Fig. 1: run 1, gate-type map
Drawn at 6 px/µm.
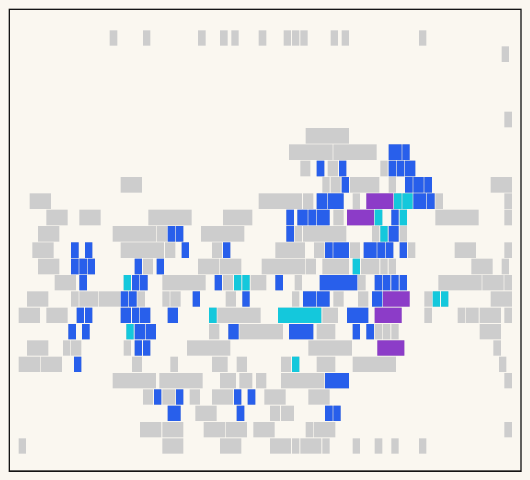
Fig. 2: run 1, layout detail
Region (28, 8) to (58, 38) µm. Cells in gray, sequential cells in the stronger gray; small squares are vias.
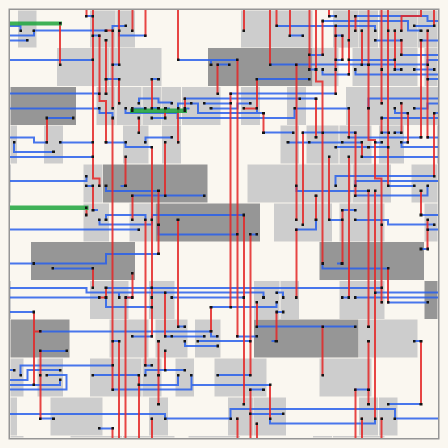
Fig. 3: run 1, routing congestion
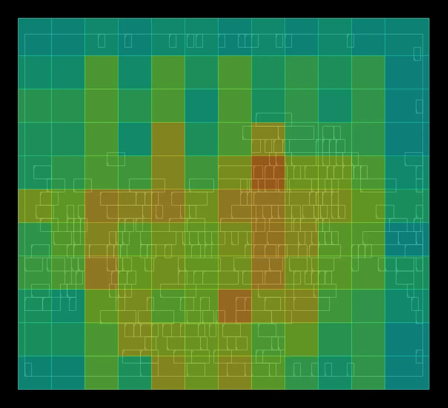
--- config.mk ---
export PLATFORM = sky130hd
export DESIGN_NAME = case_conv_arbiter
export DESIGN_NICKNAME = d
export VERILOG_FILES = /design/src/rtl/case_conv_arbiter.sv
export SDC_FILE = /design/constraint.sdc
export NUM_CORES = 1
export LEC_CHECK = 0
export ABC_AREA = 1
export CAP_MARGIN = 20
export CORE_ASPECT_RATIO = 0.9
export CORE_UTILIZATION = 25
export CTS_CLUSTER_DIAMETER = 50
export DETAILED_ROUTE_END_ITERATION = 6
export PLACE_DENSITY = 0.65
export SETUP_SLACK_MARGIN = 0.5
export SYNTH_ARGS = -nofsm -noshare
export SYNTH_HDL_FRONTEND = slang
export SYNTH_SLANG_ARGS = --single-unit
--- constraint.sdc ---
create_clock -name clk -period 2.8 [get_ports clk]
set_input_delay 0.28 -clock clk [delete_from_list [all_inputs] [get_ports clk]]
set_output_delay 0.28 -clock clk [all_outputs]
set_load 0.02 [all_outputs]
--- src/rtl/case_conv_arbiter.sv ---
// ---------------------------------------------------------------------------
// case_conv_arbiter: round-robin two-source message arbiter with ASCII
// upper/lower case conversion. Optional stats via CASE_CONV_STATS_EN.
// Revision: 1.0
// ---------------------------------------------------------------------------
`default_nettype none

module case_conv_arbiter #(
  parameter int TIMEOUT = 16
) (
  input  logic        clk,
  input  logic        rst,
  input  logic        in0_valid,
  output logic        in0_ready,
  input  logic [7:0]  in0_data,
  input  logic        in0_last,
  input  logic        mode0,
  input  logic        in1_valid,
  output logic        in1_ready,
  input  logic [7:0]  in1_data,
  input  logic        in1_last,
  input  logic        mode1,
  output logic        out_valid,
  input  logic        out_ready,
  output logic [7:0]  out_data,
  output logic        out_last,
  output logic        out_src,
  output logic        err,
  output logic [15:0] stat_conv,
  output logic [15:0] stat_msgs
);

  localparam int CW = (TIMEOUT > 0) ? $clog2(TIMEOUT + 1) : 1;

  typedef enum logic [1:0] {
    IDLE   = 2'd0,
    GRANT0 = 2'd1,
    GRANT1 = 2'd2
  } state_e;

  state_e          state_q, state_d;
  logic            last_grant_q, last_grant_d;
  logic            mode_q, mode_d;
  logic [CW-1:0]   idle_cnt_q, idle_cnt_d;
  logic            err_q, err_d;
  logic            out_valid_q;
  logic [7:0]      out_data_q;
  logic            out_last_q;
  logic            out_src_q;

  logic            w_sel_valid;
  logic [7:0]      w_sel_data;
  logic            w_sel_last;
  logic            w_slot_free;
  logic            w_acc;
  logic            w_wd_fire;

  // True when the byte lies in the letter range that the current mode changes.
  function automatic logic case_hit(input logic [7:0] b, input logic up);
    if (up) return (b >= 8'h61) && (b <= 8'h7A);
    else    return (b >= 8'h41) && (b <= 8'h5A);
  endfunction

  function automatic logic [7:0] conv_byte(input logic [7:0] b, input logic up);
    logic [7:0] r;
    r = b;
    if (case_hit(b, up)) r[5] = ~up;
    return r;
  endfunction

  always_comb begin
    w_sel_valid = (state_q == GRANT1) ? in1_valid : in0_valid;
    w_sel_data  = (state_q == GRANT1) ? in1_data  : in0_data;
    w_sel_last  = (state_q == GRANT1) ? in1_last  : in0_last;
    w_slot_free = out_ready | ~out_valid_q;
    in0_ready   = (state_q == GRANT0) & w_slot_free;
    in1_ready   = (state_q == GRANT1) & w_slot_free;
    w_acc       = (state_q != IDLE) & w_sel_valid & w_slot_free;
    w_wd_fire   = (TIMEOUT != 0) && (state_q != IDLE) && !w_sel_valid &&
                  ((32'(idle_cnt_q) + 32'd1) == 32'(TIMEOUT));
  end

  always_comb begin
    state_d      = state_q;
    last_grant_d = last_grant_q;
    mode_d       = mode_q;
    idle_cnt_d   = idle_cnt_q;
    err_d        = 1'b0;
    case (state_q)
      IDLE: begin
        idle_cnt_d = '0;
        // Port 0 wins a tie only when port 1 was served last.
        if (in0_valid && (!in1_valid || last_grant_q)) begin
          state_d      = GRANT0;
          mode_d       = mode0;
          last_grant_d = 1'b0;
        end else if (in1_valid) begin
          state_d      = GRANT1;
          mode_d       = mode1;
          last_grant_d = 1'b1;
        end
      end
      GRANT0, GRANT1: begin
        if (w_acc) begin
          idle_cnt_d = '0;
          if (w_sel_last) state_d = IDLE;
        end else if (!w_sel_valid) begin
          if (w_wd_fire) begin
            state_d    = IDLE;
            err_d      = 1'b1;
            idle_cnt_d = '0;
          end else begin
            idle_cnt_d = idle_cnt_q + CW'(1);
          end
        end
      end
      default: state_d = IDLE;
    endcase
  end

  always_ff @(posedge clk) begin
    if (rst) begin
      state_q      <= IDLE;
      last_grant_q <= 1'b1;
      mode_q       <= 1'b0;
      idle_cnt_q   <= '0;
      err_q        <= 1'b0;
      out_valid_q  <= 1'b0;
      out_data_q   <= 8'h00;
      out_last_q   <= 1'b0;
      out_src_q    <= 1'b0;
    end else begin
      state_q      <= state_d;
      last_grant_q <= last_grant_d;
      mode_q       <= mode_d;
      idle_cnt_q   <= idle_cnt_d;
      err_q        <= err_d;
      if (w_acc) begin
        out_valid_q <= 1'b1;
        out_data_q  <= conv_byte(w_sel_data, mode_q);
        out_last_q  <= w_sel_last;
        out_src_q   <= (state_q == GRANT1);
      end else if (out_ready) begin
        out_valid_q <= 1'b0;
      end
    end
  end

  assign out_valid = out_valid_q;
  assign out_data  = out_data_q;
  assign out_last  = out_last_q;
  assign out_src   = out_src_q;
  assign err       = err_q;

`ifdef CASE_CONV_STATS_EN
  logic [15:0] stat_conv_q;
  logic [15:0] stat_msgs_q;

  always_ff @(posedge clk) begin
    if (rst) begin
      stat_conv_q <= 16'h0000;
      stat_msgs_q <= 16'h0000;
    end else begin
      if (w_acc && case_hit(w_sel_data, mode_q) && (stat_conv_q != 16'hFFFF))
        stat_conv_q <= stat_conv_q + 16'd1;
      if (w_acc && w_sel_last && (stat_msgs_q != 16'hFFFF))
        stat_msgs_q <= stat_msgs_q + 16'd1;
    end
  end

  assign stat_conv = stat_conv_q;
  assign stat_msgs = stat_msgs_q;
`else
  assign stat_conv = 16'h0000;
  assign stat_msgs = 16'h0000;
`endif

endmodule

`default_nettype wire

==> results_dict.tcl, run 1 <==
# place-and-route summary
set metrics [dict create \
    outcome "complete, no violations" \
    layout.area.seq_um2 420 \
    max_freq_mhz 471 \
    cts.path.max_buffers 2 \
    r2r-start "state_q[0]" \
    stdcell_area_um2 1900 \
    synth.avg_cell_area_um2 6.90 \
    tns_ps 0 \
    ys_types 31 \
    yosysTopAreaCell "dfxtp_1" \
    grt_setup_unrepaired "no" \
    hold_viol_final 0 \
    die_x_um 85.0 \
    area_growth_pct 22.7 \
    synthCells 225 \
    ys_seq_share_pct 27.1 \
    row_count 26 \
    yosys_warnings 0 \
    firstDrtPassIters 4 \
    drtIter0Drc 49 \
    worstHoldPathCells 2 \
    grt_max_degree 15 \
    finClkSkew_ps 1.94 \
    timing.rr.end "out_data[5]" \
    hold_path_end "mode_q" \
    required_ps 2520 \
    drive_gt1_share_pct 8.02 \
    fp_util_pct 26.6 \
    grtUsageTotal_pct 10.5 \
    ctsHoldBuffers 0 \
    antenna_found_initial 0 \
    report.final.slew_viol_count 0 \
    grt_pass1_vias 1164 \
    ant_nets 0 \
    clk_pin_slew_ps 80 \
]
-- Fig. 1 (at the start) --
Key: nor cells = cyan [cells 15]; nand cells = blue [cells 83]; fa/ha/maj cells = purple [cells 5]
Commonest Layout Cell: nand2_1
multi-input combinational area share: 45.0%
final cell count without fillers: 332

-- Fig. 2 (at the start) --
Key: M2 = red; M1 = blue; M3 = green
67 logic cells have their middle in the window. Sequential cells in the window: 8. Netlist names of flops here include out_data (4). Most frequent: nand2_1 (14), dfxtp_1 (8).

-- Fig. 3 (at the start) --
final core occ: 32.7%
grt peak-use layer: met2
met1 usage: 14.6%
met2 Track Usage GR: 14.8%

[run 1: cell usage after synthesis]
master    count
o21ai_1       2
nand2_1      58
nand3_2       1
o21a_1        1
a31oi_2       1
nor2_1       13
nand2_4       2
ha_1          5
inv_2         2
or2_1         1
conb_1        1
a21oi_2       2
buf_4        32
nand3_4       1
o21ai_2       2
or2_2         1
buf_6         4
inv_1        24
nand2_2       2
a21oi_1      16
clkbuf_1      1
o211ai_1      1
a31oi_1       2
nor2_8        1
nor3_1        1
nand3_1      12
nand3b_1      2
dfxtp_1      21
clkbuf_2      1
o21ai_0       7
nand4_1       5
[run 1: placed cells by master (no fill, tap or decap), types with 2 or more instances in the layout]
cell	Yosys	layout
buf_4	32	2
nand4_1	5	5
clkdlybuf4s50_1	0	38
o21ai_2	2	2
nand2_2	2	2
dfxtp_1	21	21
nand3b_1	2	2
nor2_1	13	13
nand2_4	2	2
clkbuf_8	0	3
ha_1	5	5
o21ai_1	2	2
nand3_1	12	12
o21ai_0	7	7
inv_2	2	2
inv_1	24	24
nand2_1	58	58
a21oi_1	16	16
a21oi_2	2	2
conb_1	1	32
a31oi_1	2	2
[run 1: through the flow]
stage	worst slack (ps)	hold WS [ps]	cells	total power, µW
after floorplan	1220	349	256	821
after global placement	814	460	328	922
after detailed placement	776	462	328	924
after CTS	655	475	332	1130
after global routing	545	497	332	1210
final	676	471	332	1120
[run 1: area by class of cell]
cell class | count | area share (%)
Multi-Input combinational cell | 171 | 45.0
Sequential cell | 21 | 22.1
Timing Repair Buffer | 40 | 20.8
Inverter | 26 | 5.13
Tap cell | 70 | 4.60
Clock buffer | 3 | 2.17
Clock inverter | 1 | 0.263
[run 1: sequential cells by signal, indices dropped and copies added, names as in the netlist]
| register | cells |
|---|---|
| out_data | 8 |
| idle_cnt_q | 5 |
| state_q | 2 |
| err | 1 |
| last_grant_q | 1 |
| mode_q | 1 |
| out_last | 1 |
| out_src | 1 |
| out_valid | 1 |
[run 1: worst max-delay path by stage]
stage                     to        from  cells past startpoint
2_1_floorplan  idle_cnt_q[1]  state_q[0]                      8
3_3_place_gp   idle_cnt_q[3]   in0_valid                      8
3_5_place_dp   idle_cnt_q[1]   in0_valid                      8
4_1_cts            in1_ready  state_q[0]                      5
5_1_grt            in1_ready  state_q[0]                      5
6_report           in1_ready  state_q[0]                      5
[run 1: routing by layer]
metal / track usage, % / wire length, µm / vias to the layer above
li1: - / - / 727
met1: 14.6 / 1570 / 602
met2: 14.8 / 1380 / 47
met3: 4.74 / 282 / 2
met4: 2.03 / 19 / 0
met5: 0 / 0 / -
[run 1: critical path, stage by stage (launching register included)]
cell	delay, ps
dfxtp_1	330
inv_1	80
ha_1	280
inv_2	160
nor2_1	130
clkdlybuf4s50_1	600
[run 1: kinds of logic (layout without fill, tap and decap cells)]
family                   after synthesis  count (layout)  synth area share [%]
buffers and inverters                 64              70                  25.2
AND-OR/OR-AND                         34              34                  12.9
adder cells (fa/ha/maj)                5               5                  4.03
flip-flops                            21              21                  27.1
other                                  1              32                 0.242
AND/OR/NAND/NOR                      100             100                  30.5
[run 1: where the power goes]
group          switching, µW  internal (µW)
clock network            107           99.4
logic                    332            199
registers               40.1            347
total                    479            645
==> run 2: changes to the inputs <==
- clock period: 2.8 -> 2 ns (I/O delays scaled with it)
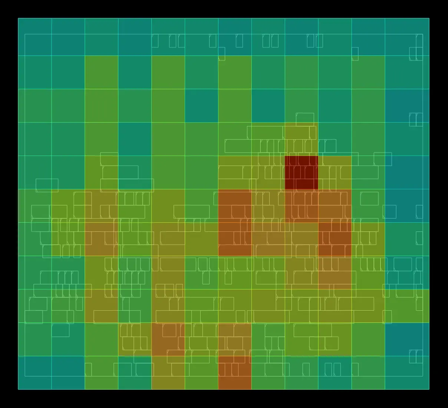
Fig. 4. Routing congestion (run 2).
M3 GR Usage: 4.31%
global-route usage over all layers: 11.0%

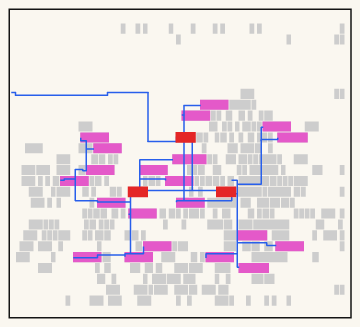
Fig. 5. Clock network drawn from the DEF (run 2).
Drawn at 4 px/µm.
Key: flip-flops = magenta [count 21]; clock-net drivers = red [count 3]; clock wires = blue [length 310 µm]
There are 4 routed clock nets.
Clock Power Share: 16.7%
Clock Power: 287 µW
Insertion Delay late pin: 260 ps

==> run 2 against run 1 <==
  * Clock-buffer cell count stayed put
  * Synthesized cell count unchanged
  * Sequential cell count did not move
  * Cell area rose by 7.4%
  * Clock power grew 39%
  * Critical path type is now reg -> reg
  * Via count rose by 2.2%
==> results_dict.tcl, run 2 <==
# place-and-route summary
set metrics [dict create \
    dp_slack_ps 137 \
    ff_type "dfxtp_1" \
    outcome "complete, no violations" \
    area_growth_pct 31.8 \
    cp_cell_sequence "inv_4, ha_4, nand2_2, o21ai_4, nand3_4, a31oi_4, nand3b_1, a21oi_1" \
    fillers 622 \
    ant_nets 0 \
    p_sw_uw 731 \
    die_x_um 85.0 \
    layout_top_cell "nand2_1" \
    grt_pass1_vias 1333 \
    antenna_found_initial 0 \
    crit_slowest_cell "dfxtp_2" \
    grt_max_degree 14 \
    tns_ps 0 \
    fp_util_pct 26.6 \
    yosys_warnings 0 \
    dieArea_um2 6530 \
    synth.avg_cell_area_um2 6.90 \
    enable_flop_cells 0 \
    cts-buffers-inserted 3 \
    synthCells 225 \
    most_common_cell "nand2_1" \
    cts.sink_count 21 \
    firstDrtPassIters 4 \
    comb_power_share_pct 51.3 \
    layout.area.seq_um2 428 \
    grt_setup_unrepaired "yes" \
    drtIter0Drc 49 \
    clk_pin_slew_ps 80 \
    crit_buf_inv 1 \
    ys_types 31 \
    top_cells_by_count "nand2_1, buf_4, inv_1" \
    fin_ws_ps 428 \
    row_count 26 \
    ys_seq_share_pct 27.1 \
    drive_gt1_share_pct 17.5 \
    yosysTopAreaCell "dfxtp_1" \
    async_flop_share_pct 0 \
    finClkSkew_ps 1.96 \
    layout_top_cells "nand2_1, clkdlybuf4s50_1, conb_1" \
    required_ps 2190 \
    hold_viol_final 0 \
    p_int_uw 984 \
    switching_share_pct 42.6 \
    max_freq_mhz 636 \
    ys_ff 21 \
    report.final.slew_viol_count 0 \
]
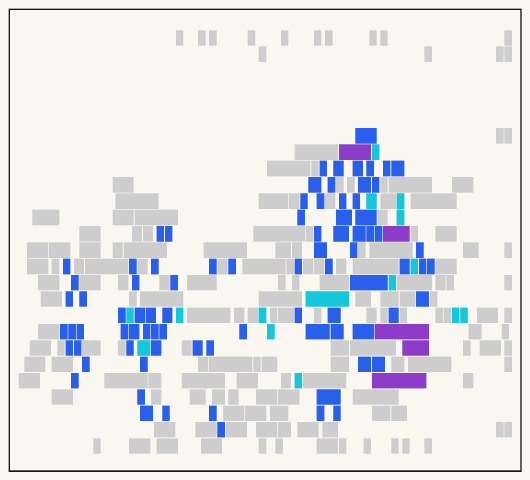
Fig. 6. Gate-type map (run 2).
Drawn at 6 px/µm.
Key: nand cells = blue [cells 83]; nor cells = cyan [cells 15]; fa/ha/maj cells = purple [cells 5]
final cell count without fillers: 338
multi-input combinational area share: 45.5%

run 2: cell counts after synthesis:
No cell type changed its count.
run 2: final timing paths:
check | slack (ps) | endpoint | depth (start not counted) | from
setup / recovery | 430 | idle_cnt_q[1] | 8 | state_q[0]
hold / removal | 480 | mode_q | 2 | mode_q
setup reg to reg | 430 | idle_cnt_q[1] | 8 | state_q[0]
hold reg to reg | 480 | mode_q | 2 | mode_q
run 2: what timing repair did:
action / CTS / global route
gates cloned: 0 / 0
endpoints found under the setup margin: 19 / 20
setup buffers: 6 / 0
resized: 23 / 10
hold buffers: 0 / 0
pin swaps: 5 / 6
run 2: per-layer routing:
layer / global-route usage, % / share of wire [%] / vias to the layer above
met5: 0 / 0 / -
met4: 2.37 / 0.71 / 0
met3: 4.31 / 7.4 / 4
met2: 17.9 / 45 / 45
met1: 13.8 / 47 / 625
li1: - / - / 734
run 2: worst min-delay path: stages (launching register included):
cell and delay [ps]:
dfxtp_1 320, nand2_1 60, a21oi_1 60
run 2: power by group through the flow:
stage                     sequential, µW  combinational (µW)  clock [µW]
after global placement               554                 766           0
after global routing                 560                 974         308
after floorplan                      574                 604           0
after detailed placement             552                 775           0
after CTS                            549                 861         294
final                                550                 879         287
run 2: per-stage QoR:
stage / hold WS [ps] / std cells / instance area, µm² / util, %
after detailed placement: 461 / 328 / 1890 / 32.4
after global routing: 496 / 338 / 2040 / 35.1
final: 476 / 338 / 2040 / 35.1
after CTS: 480 / 338 / 2030 / 34.8
after floorplan: 269 / 256 / 1700 / -
after global placement: 461 / 328 / 1890 / 32.4
run 2: logic make-up (layout without fill, tap and decap cells):
family	Yosys count	count (layout)	synth area share (%)
simple gates	100	100	30.5
buf+inv	64	76	25.2
compound gates	34	34	12.9
flops	21	21	27.1
fa+ha+maj	5	5	4.03
other cells	1	32	0.242
run 2: layout make-up:
class / instances / share of cell area (%)
clock inverter: 1 / 0.245
clock buffer: 3 / 2.02
multi-input combinational: 171 / 45.5
tap: 70 / 4.28
inverter: 26 / 5.14
sequential: 21 / 20.9
timing repair buffer: 46 / 21.9
No activity file was given, so power comes from the tool's default toggle rates.
